Figure 1. Clock network drawn from the DEF.
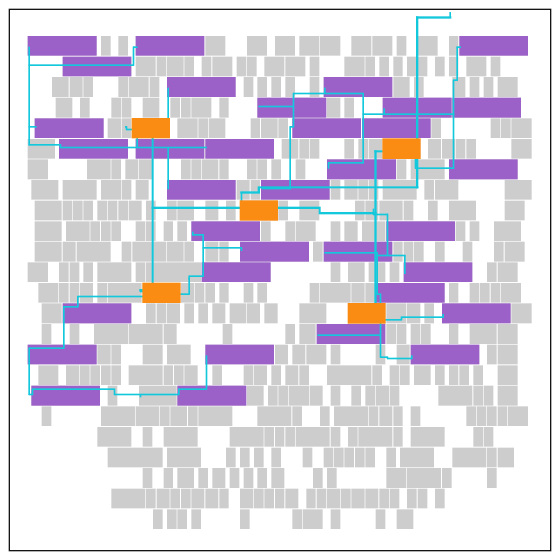
Figure 2. Clock routing.
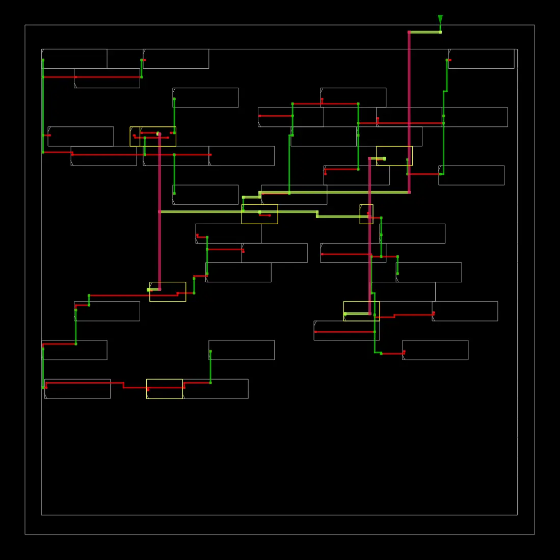
Figure 3. Sizing map.
Bar = 20 microns.
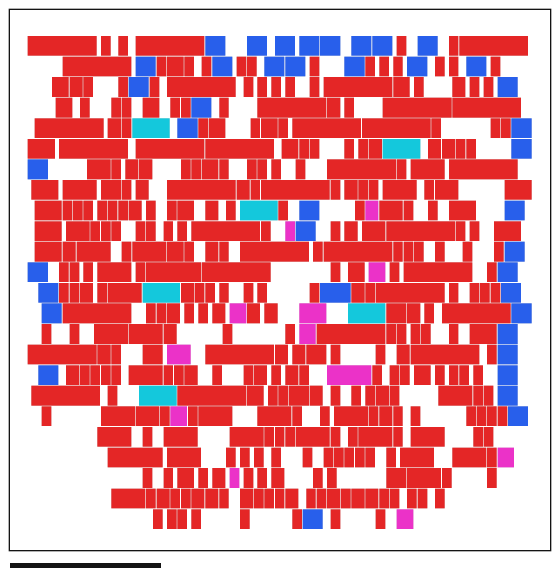
Figure 4. Sequential cells colored by netlist name.
Bar = 20 microns. Other sequential cells in the stronger gray, the rest of the logic in the fainter gray.
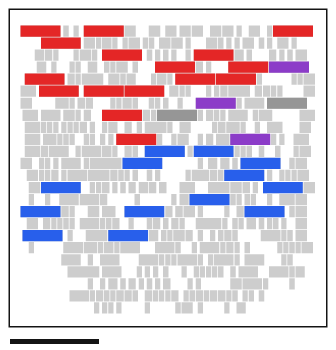
Figure 5. Cell classes on the final placement.
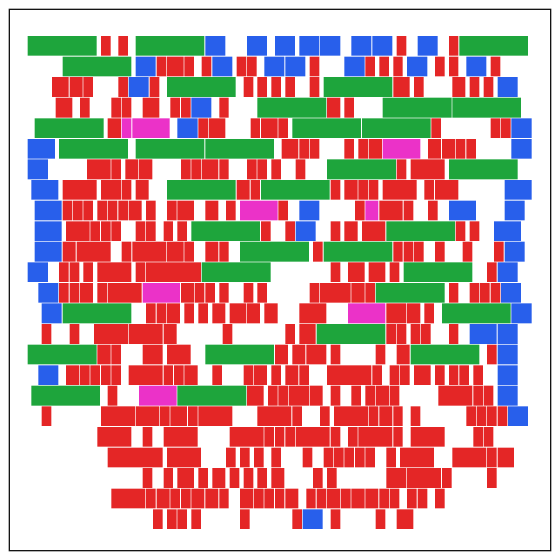
`src/rtl/excess3_to_bcd_packer.sv`:
```
// ============================================================================
// excess3_to_bcd_packer : Excess-3 digit stream -> packed BCD + binary word
// Revision: 1.0
// ============================================================================
`default_nettype none

module excess3_to_bcd_packer #(
  parameter int NDIGITS = 4,
  parameter int BIN_W   = 14,
  parameter int CNT_W   = 3
) (
  input  logic                   clk,
  input  logic                   rst_n,
  input  logic                   i_in_valid,
  output logic                   o_in_ready,
  input  logic [3:0]             i_in_digit,
  input  logic                   i_in_last,
  output logic                   o_out_valid,
  input  logic                   i_out_ready,
  output logic [4*NDIGITS-1:0]   o_out_bcd,
  output logic [BIN_W-1:0]       o_out_bin,
  output logic [CNT_W-1:0]       o_out_ndig,
  output logic                   o_out_err
);

  localparam logic [0:0]       c_ST_COLLECT = 1'b0;
  localparam logic [0:0]       c_ST_EMIT    = 1'b1;
  localparam logic [BIN_W-1:0] c_TEN        = BIN_W'(10);
  localparam logic [CNT_W-1:0] c_NDIG       = CNT_W'(NDIGITS);

  logic [0:0]           r_state;
  logic [0:0]           w_state_next;
  logic [4*NDIGITS-1:0] r_bcd_acc;
  logic [BIN_W-1:0]     r_bin_acc;
  logic [CNT_W-1:0]     r_cnt;
  logic                 r_err;

  logic                 w_collect;
  logic                 w_accept;
  logic                 w_release;
  logic                 w_legal;
  logic [3:0]           w_bcd;
  logic [CNT_W-1:0]     w_cnt_inc;
  logic [BIN_W-1:0]     w_bin_next;

  assign w_collect  = (r_state == c_ST_COLLECT);
  assign w_accept   = i_in_valid && w_collect;
  assign w_release  = !w_collect && i_out_ready;

  // Illegal codes flag the word and contribute a zero digit.
  assign w_legal    = (i_in_digit >= 4'h3) && (i_in_digit <= 4'hC);
  assign w_bcd      = w_legal ? (i_in_digit - 4'd3) : 4'd0;
  assign w_cnt_inc  = r_cnt + CNT_W'(1);
  assign w_bin_next = (r_bin_acc * c_TEN) + BIN_W'(w_bcd);

  always_ff @(posedge clk or negedge rst_n) begin
    if (!rst_n) begin
      r_state <= c_ST_COLLECT;
    end else begin
      r_state <= w_state_next;
    end
  end

  always_comb begin
    w_state_next = r_state;
    case (r_state)
      c_ST_COLLECT: begin
        if (w_accept && (i_in_last || (w_cnt_inc == c_NDIG))) begin
          w_state_next = c_ST_EMIT;
        end
      end
      c_ST_EMIT: begin
        if (i_out_ready) begin
          w_state_next = c_ST_COLLECT;
        end
      end
      default: w_state_next = c_ST_COLLECT;
    endcase
  end

  always_ff @(posedge clk or negedge rst_n) begin
    if (!rst_n) begin
      r_bcd_acc <= '0;
      r_bin_acc <= '0;
      r_cnt     <= '0;
      r_err     <= 1'b0;
    end else if (w_release) begin
      r_bcd_acc <= '0;
      r_bin_acc <= '0;
      r_cnt     <= '0;
      r_err     <= 1'b0;
    end else if (w_accept) begin
      r_bcd_acc <= {r_bcd_acc[4*NDIGITS-5:0], w_bcd};
      r_bin_acc <= w_bin_next;
      r_cnt     <= w_cnt_inc;
      r_err     <= r_err | ~w_legal;
    end
  end

  // Result outputs read zero outside EMIT so the reset view is all-zero.
  always_comb begin
    o_in_ready  = 1'b0;
    o_out_valid = 1'b0;
    o_out_bcd   = '0;
    o_out_bin   = '0;
    o_out_ndig  = '0;
    o_out_err   = 1'b0;
    if (w_collect) begin
      o_in_ready  = 1'b1;
    end else begin
      o_out_valid = 1'b1;
      o_out_bcd   = r_bcd_acc;
      o_out_bin   = r_bin_acc;
      o_out_ndig  = r_cnt;
      o_out_err   = r_err;
    end
  end

endmodule

`default_nettype wire

```
`config.mk`:
```
export PLATFORM = sky130hd
export DESIGN_NAME = excess3_to_bcd_packer
export DESIGN_NICKNAME = d
export VERILOG_FILES = /design/src/rtl/excess3_to_bcd_packer.sv
export SDC_FILE = /design/constraint.sdc
export NUM_CORES = 1
export LEC_CHECK = 0
export ABC_AREA = 1
export CAP_MARGIN = 20
export CORE_MARGIN = 2
export CORE_UTILIZATION = 58
export CTS_BUF_LIST = sky130_fd_sc_hd__clkbuf_8 sky130_fd_sc_hd__clkbuf_16
export DETAILED_ROUTE_END_ITERATION = 16
export PLACE_DENSITY = 0.83
export SLEW_MARGIN = 20
export SYNTH_ARGS = -nofsm -noshare
export SYNTH_HDL_FRONTEND = slang
export SYNTH_SLANG_ARGS = --single-unit
```
`constraint.sdc`:
```
create_clock -name clk -period 4 [get_ports clk]
set_input_delay 0.8 -clock clk [delete_from_list [all_inputs] [get_ports clk]]
set_output_delay 0.8 -clock clk [all_outputs]
set_load 0.1 [all_outputs]
```
==> qor.txt <==
Outcome -> completed
Crit path capture type -> register
Final Instance Area -> 3120 sq um
Post-cts hold-fix buffer tally -> 0
Share of the yosys chip area belonging to registers -> 0.323
Residual antenna-violating net count after detailed routing -> 0
Number of cells in Yosys stat -> 383
Comb/total area -> 0.453
Post-Synthesis Mean Instance Area -> 6.88 sq um
Antenna violations before repair -> 0
Number of nets in the synthesized netlist -> 420
Logic area -> 1410 sq um
H-tree depth -> 2
Number of non-clock inverters in the layout -> 84
Area-dominant cell class after layout -> multi-input combinational cells
IO Pins -> 45
Worst clock skew -> 0.00585 ns
Total count of max-transition violations in the final report -> 0
Overall fraction of global-route tracks in use -> 0.251
Fill count -> 361
Share of post-route cells with drive strength above 1 -> 0.135
Count of flip-flops with a built-in enable after synthesis -> 0
# placed instances -> 473
Routability cong. -> 0.876
Beginning of the worst hold path -> r_bcd_acc[12]
Most used DFF post-synth -> sky130_fd_sc_hd__dfrtp_1
Post-detailed-routing wire length -> 5830 microns
Last element of the critical path -> r_bin_acc[11]
Fin Hold WS -> 0.494 ns
Clock Network Area Fraction -> 0.0293
And+or+nand+nor area frac -> 0.285
Setup Total Neg Slack -> 0 ns
Maximum Capacitance Violations -> 0
Top cells by instance count after synthesis -> sky130_fd_sc_hd__nand2_1, sky130_fd_sc_hd__inv_1, sky130_fd_sc_hd__dfrtp_1
Maximum clock path buffer count -> 2
Placed wire-length estimate -> 4380 microns
Synthesis Warnings -> 0
Total setup buffers inserted after CTS -> 0
Number of logic gates -> 255
Tool warning count -> 28
Setup CP Type -> input pin to register
CP Cell Sequence -> clkdlybuf4s50_1 -> ha_1 -> inv_1 -> nand3_1 -> nand2_1 -> nor2_1 -> ha_1 -> inv_1 -> fa_1 -> inv_1 -> nand3_1 -> nand2_1 -> nand2_1 -> nor2_2 -> nand3_2 -> nor2_4 -> nand2_2 -> nand2_1 -> nand2_1 -> o21ai_1
Number of DRC markers in iteration 0 -> 189
Count leader, synth -> sky130_fd_sc_hd__nand2_1
Worst endpoint required time -> 4.21 ns
Maximum clock frequency -> 297 MHz
Static leakage power -> 0.00195 uW
Back to the opening pictures, Figure 1:
[clock wires] cyan | length: 434 microns
[flip-flops] purple | count: 34
[clock-net drivers] orange | count: 5
routed clock nets	6

Back to the opening pictures, Figure 2:
number of clock buffers in the layout: 6
Worst-Skew Late Latency: 0.29 ns
Clock Sinks: 34
total clock buffers created by CTS: 5

Back to the opening pictures, Figure 3:
size	color	cells	most used
x2	magenta	12	nand2_2
x6 and larger	cyan	6	clkbuf_8
x3 and x4	blue	40	buf_4
x1 and smaller	red	371	nand2_1
Plain + repair buffers: 48
signed area change from the synthesized netlist to the final layout: 18.4%
Final WS setup: 0.637 ns

Back to the opening pictures, Figure 4:
signal	color	placed flops
`r_cnt`	purple	3
`r_bcd_acc`	red	16
`r_bin_acc`	blue	13
not colored	2
power dissipated in sequential cells: 588 uW
share of cell area taken by flip-flops and latches: 0.273
area taken by flip-flops and latches: 851 sq um
post-route core utilization: 0.716

Back to the opening pictures, Figure 5:
class	color	cells	share of their area
remaining buffers and delay cells	blue	48	13%
sequential cells	green	34	28%
clock drivers and dummy loads	magenta	8	3.0%
remaining logic cells	red	339	57%
core box area: 4350 sq um
placement row count: 24

-- worst max-delay path: cells and delay by family --
family / cells / cell delay (ns)
and+or+nand+nor: 12 / 1.16
buffers and inverters: 4 / 0.76
AOI/OAI and AO/OA: 1 / 0.13
adders and majority gates: 3 / 0.73
-- where the power goes --
group          internal [uW]  total [uW]  switching (uW)
Sequential               471         588             117
Clock                    136         258             122
Combinational            536        1860            1320
Total                   1140        2710            1560
-- sequential cells by signal (all words and copies together), names as in the netlist --
register	flops
r_bcd_acc	16
r_bin_acc	13
r_cnt	3
r_err	1
r_state	1
-- layer usage --
layer,share of wire,track usage
met4,0.014,0.0692
met1,0.47,0.323
met5,0,0
met2,0.47,0.440
met3,0.044,0.0394
Power is estimated from default activity; no workload was simulated.
